Fig. 1: routed metal, one colour a layer
Only two layers are drawn.
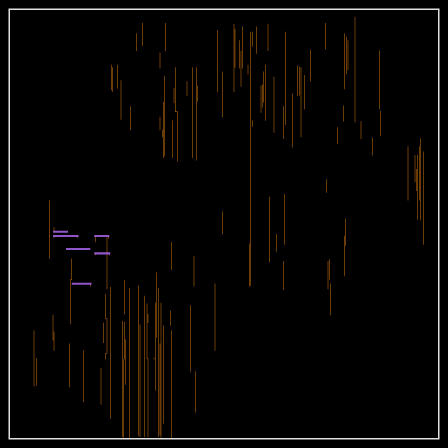
Fig. 2: logic cells by family
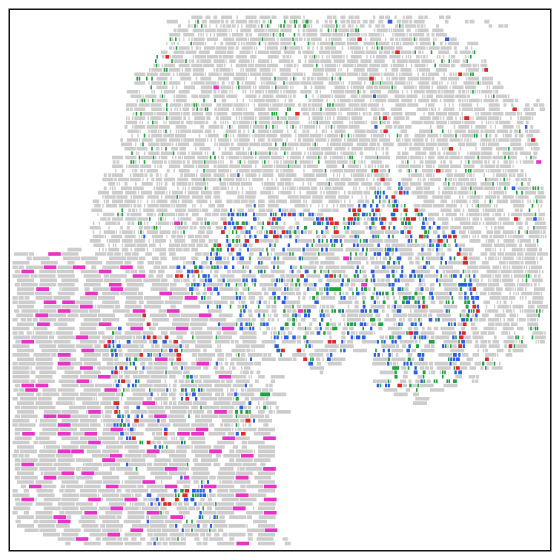
Fig. 3: M4 wires
Scale bar: 100 um.
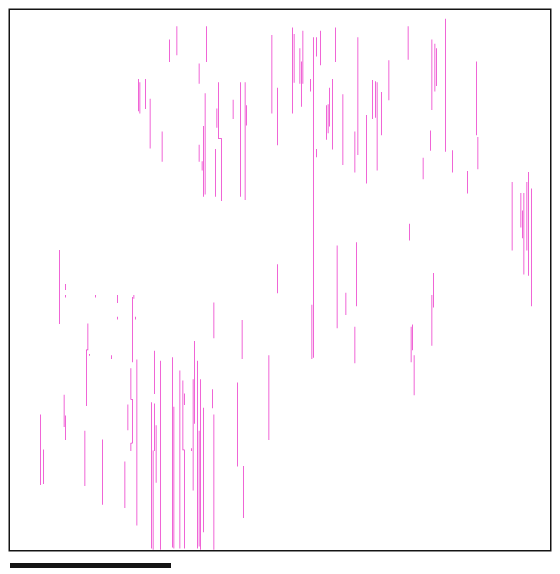
$ cat src/rtl/conv2d_psum_accum.sv
// conv2d_psum_accum: sums WT_DIM per-row PE partial sums into one output pixel per map position.
// Ports: clk/rst (async, active-high); start + fm_dim begin a feature map of fm_dim*fm_dim pixels;
// pe_data_i/pe_valid_i carry one partial sum per lane (no backpressure); out_data/out_valid/out_ready
// is the pixel handshake; busy spans the map, done pulses once at the end, overflow is a sticky lane drop.
module conv2d_psum_accum #(
    parameter int DWIDTH     = 32,
    parameter int WT_DIM     = 3,
    parameter int LANE_DEPTH = 4
) (
    input  logic                     clk,
    input  logic                     rst,
    input  logic                     start,
    input  logic [DWIDTH-1:0]        fm_dim,
    input  logic [WT_DIM*DWIDTH-1:0] pe_data_i,
    input  logic [WT_DIM-1:0]        pe_valid_i,
    output logic [DWIDTH-1:0]        out_data,
    output logic                     out_valid,
    input  logic                     out_ready,
    output logic                     busy,
    output logic                     done,
    output logic                     overflow
);
    localparam int AW = $clog2(LANE_DEPTH);
    localparam logic [2*DWIDTH-1:0] ONE = 1;

    typedef enum logic [1:0] {IDLE, RUN, DONE} state_t;
    state_t state, state_nx;

    logic [2*DWIDTH-1:0] target, count;
    logic [WT_DIM-1:0]   nonempty, drop;
    logic [DWIDTH-1:0]   head [WT_DIM];
    logic [DWIDTH-1:0]   sum;
    logic                pop, xfer, last;

    // Pops are gated to RUN so a flush in DONE can never emit a pixel beyond the map.
    assign pop  = (state == RUN) && (&nonempty) && (!out_valid || out_ready);
    assign xfer = out_valid && out_ready;
    assign last = (state == RUN) && xfer && (count + ONE == target);
    assign busy = (state == RUN);
    assign done = (state == DONE);

    always_comb begin
        state_nx = state == IDLE ? (start ? (fm_dim == '0 ? DONE : RUN) : IDLE) :
                   state == RUN  ? (last ? DONE : RUN) : IDLE;
    end

    always_comb begin
        sum = '0;
        for (int i = 0; i < WT_DIM; i++) sum = sum + head[i];
    end

    for (genvar k = 0; k < WT_DIM; k++) begin : g_lane
        logic [DWIDTH-1:0] mem [LANE_DEPTH];
        logic [AW-1:0]     wp, rp;
        logic [AW:0]       cnt;
        logic              full, push;
        assign full        = cnt == (AW+1)'(LANE_DEPTH);
        // A full lane still accepts a word when the same cycle pops, since a slot frees up.
        assign push        = (state == RUN) && pe_valid_i[k] && (!full || pop);
        assign drop[k]     = (state == RUN) && pe_valid_i[k] && full && !pop;
        assign nonempty[k] = cnt != '0;
        assign head[k]     = mem[rp];

        always_ff @(posedge clk) begin
            if (push) mem[wp] <= pe_data_i[k*DWIDTH +: DWIDTH];
        end

        always_ff @(posedge clk or posedge rst) begin
            if (rst) begin
                wp  <= '0;
                rp  <= '0;
                cnt <= '0;
            end else if (state == DONE) begin
                wp  <= '0;
                rp  <= '0;
                cnt <= '0;
            end else begin
                if (push) wp <= wp + 1'b1;
                if (pop) rp <= rp + 1'b1;
                cnt <= cnt + (AW+1)'(push) - (AW+1)'(pop);
            end
        end
    end

    always_ff @(posedge clk or posedge rst) begin
        if (rst) begin
            state     <= IDLE;
            target    <= '0;
            count     <= '0;
            out_data  <= '0;
            out_valid <= 1'b0;
            overflow  <= 1'b0;
        end else begin
            state <= state_nx;
            if (state == IDLE && start) begin
                target   <= {{DWIDTH{1'b0}}, fm_dim} * {{DWIDTH{1'b0}}, fm_dim};
                count    <= '0;
                overflow <= 1'b0;
            end
            if (state == RUN && xfer) count <= count + ONE;
            if (pop) begin
                out_data  <= sum;
                out_valid <= 1'b1;
            end else if (xfer || state == DONE) begin
                out_valid <= 1'b0;
            end
            if (|drop) overflow <= 1'b1;
        end
    end
endmodule

$ cat config.mk
export PLATFORM = sky130hd
export DESIGN_NAME = conv2d_psum_accum
export DESIGN_NICKNAME = d
export VERILOG_FILES = /design/src/rtl/conv2d_psum_accum.sv
export SDC_FILE = /design/constraint.sdc
export NUM_CORES = 2
export LEC_CHECK = 0
export ABC_CLOCK_PERIOD_IN_PS = 15100
export CORE_UTILIZATION = 50
export CTS_CLUSTER_SIZE = 28
export DETAILED_ROUTE_END_ITERATION = 16
export PLACE_DENSITY = 0.77
export SETUP_SLACK_MARGIN = 0.4
export SYNTH_ARGS = -nofsm -noshare
export SYNTH_HDL_FRONTEND = slang
export SYNTH_SLANG_ARGS = --single-unit
$ cat constraint.sdc
create_clock -name clk -period 15.1 [get_ports clk]
set_input_delay 4.53 -clock clk [delete_from_list [all_inputs] [get_ports clk]]
set_output_delay 4.53 -clock clk [all_outputs]
set_load 0.02 [all_outputs]
==> ci_impl_report.md <==
## Implementation flow summary

| Metric | Value |
|---|---|
| Arrival time at the worst endpoint | 13.66 ns |
| Proportion of register bits with asynchronous set or reset after synthesis | 0.324 |
| Sum of routed wire length over all layers | 134000 um |
| Capturing element type of the critical path | register |
| Maximum clock insertion buffer count | 3 |
| Post-synthesis cell area | 55400 um2 |
| Period minus WS final | 13.21 ns |
| Layout cells sized above 1 | 0.0621 |
| Class of the most critical setup path | in -> reg |
| Max H-tree Level | 2 |
| DRC violation count after routing | 0 |
| Num Clock Sinks | 568 |
| Clock-pin slew reported for the worst setup and hold paths after clock tree synthesis | 0.06 ns |
| F_max | 75.7 MHz |
| Placed cell count | 6531 |
| Worst-Skew Late Latency | 0.62 ns |
| Syn. warnings | 0 |
| Utilization after layout | 0.552 |
| Setup Fix Bufs, Post-CTS | 0 |
| Mean routed wirelength per cell | 20.2 um |
| Final HPWL from detailed placement | 100000 um |
| Clock skew | 0.0388 ns |
| Number of primary I/O pins | 171 |
| Area of the die | 112000 um2 |
| Most common reg cell | edfxtp_1 |
| Unrepaired setup endpoints after global routing | no |
| Maximum fanout encountered on the critical timing path | 17 |
| Critical path startpoint category | primary input |
| Yosys synthesis chip area | 55400 um2 |
| Global-route usage over all layers | 0.246 |
| Run status | finished clean |
| Number of antenna violations at the first check in global routing | 10 |
| First-pass GRT wire length | 215000 um |
| Num CTS Buffers | 53 |
| Pin count of the biggest net entering global routing | 106 |
| Count of instances resized after the clock tree is built | 0 |
| Post-placement cell area | 58600 um2 |
| Hold/Removal Path Class | reg -> reg |
| Die x size | 335 um |
| Net count, final | 6418 |
| Relative area change from synthesis to final layout | 8.92% |
About Fig. 1:
[orange] M4 | wire length: 4540 um
[purple] M5 | wire length: 81.0 um

About Fig. 2:
[blue] aoi and oai cells | cells: 457 | most used: o21ai_0
[magenta] mux cells | cells: 104 | most used: mux4_2
[green] nand cells | cells: 573 | most used: nand2_1
[red] non-inverting ao/oa cells | cells: 111 | most used: a21o_1

About Fig. 3:
nets with wire on the layer: 82
share of all routed wire: 3.4%
main direction: vertical

per-layer routing:
layer | global-route usage | share of wire | up-vias
met3 | 0.0368 | 0.068 | 261
li1 | - | - | 16264
met4 | 0.0775 | 0.034 | 12
met2 | 0.410 | 0.49 | 1311
met5 | 0 | 0.00060 | -
met1 | 0.332 | 0.41 | 18689
path summary, 6_finish.rpt:
| path | depth (start not counted) | startpoint | to | slack (ns) |
|---|---|---|---|---|
| setup / recovery | 25 | fm_dim[6] | target[62] | 1.89 |
| hold / removal | 2 | out_data[12] | out_data[12] | 0.48 |
| setup reg to reg | 16 | g_lane[1].rp[0] | out_data[29] | 9.45 |
| hold reg to reg | 2 | out_data[12] | out_data[12] | 0.48 |
| max in group asynchronous | 3 | rst | target[25] | 9.01 |
| min in group asynchronous | 2 | rst | out_data[24] | 4.38 |
through the flow:
step	setup slack, ns	hold slack (ns)
2_1_floorplan	3.30	0.456
3_3_place_gp	1.49	0.463
3_5_place_dp	1.45	0.470
4_1_cts	2.04	0.484
5_1_grt	1.65	0.509
6_report	1.89	0.481
cells in the mapped netlist, drive strengths merged (4+ instances only):
library cell / n / area, um2
xor2: 99 / 867
nand2: 466 / 1750
a31o: 20 / 175
mux2i: 5 / 50.1
nor4: 27 / 239
nor2: 136 / 528
mux4: 96 / 2160
o41ai: 7 / 61.3
dfrtp: 184 / 4600
nor3: 32 / 185
o2111ai: 6 / 52.6
a211oi: 11 / 82.6
o21bai: 20 / 150
nor2b: 20 / 125
and2: 257 / 1610
and4: 12 / 110
ha: 343 / 4290
edfxtp: 384 / 11500
or4: 5 / 38.8
a211o: 4 / 35.0
a21oi: 109 / 546
and3: 23 / 145
a311oi: 6 / 52.6
o31a: 6 / 52.6
a41oi: 4 / 42.6
o21a: 12 / 90.1
inv: 1055 / 3960
or3: 8 / 55.1
buf: 21 / 113
nand3: 47 / 255
o221ai: 4 / 35.0
nand2b: 14 / 87.6
nand4: 43 / 290
o21ai: 215 / 1080
a21o: 52 / 390
a31oi: 22 / 138
o31ai: 32 / 240
o211ai: 11 / 87.6
xnor2: 151 / 1320
clkbuf: 184 / 726
fa: 830 / 16600
or2: 12 / 77.6
area by class of cell:
| class | instances | area [um2] | share of cell area |
|---|---|---|---|
| diodes | 3 | 7.51 | 0.000124 |
| inverters | 1055 | 3970 | 0.0657 |
| flip-flops and latches | 568 | 16100 | 0.267 |
| clock buffers | 72 | 1460 | 0.0241 |
| well taps | 1476 | 1850 | 0.0306 |
| repair buffers | 224 | 2090 | 0.0346 |
| multi-input cells | 3208 | 34500 | 0.572 |
| clock inverters | 27 | 337 | 0.00557 |
flip-flops by register name, indices dropped and copies added, names as in the netlist:
register,count
g_lane.wp,6
g_lane.cnt,9
state,2
overflow,1
out_data,32
out_valid,1
target,63
g_lane.mem,384
count,64
g_lane.rp,6
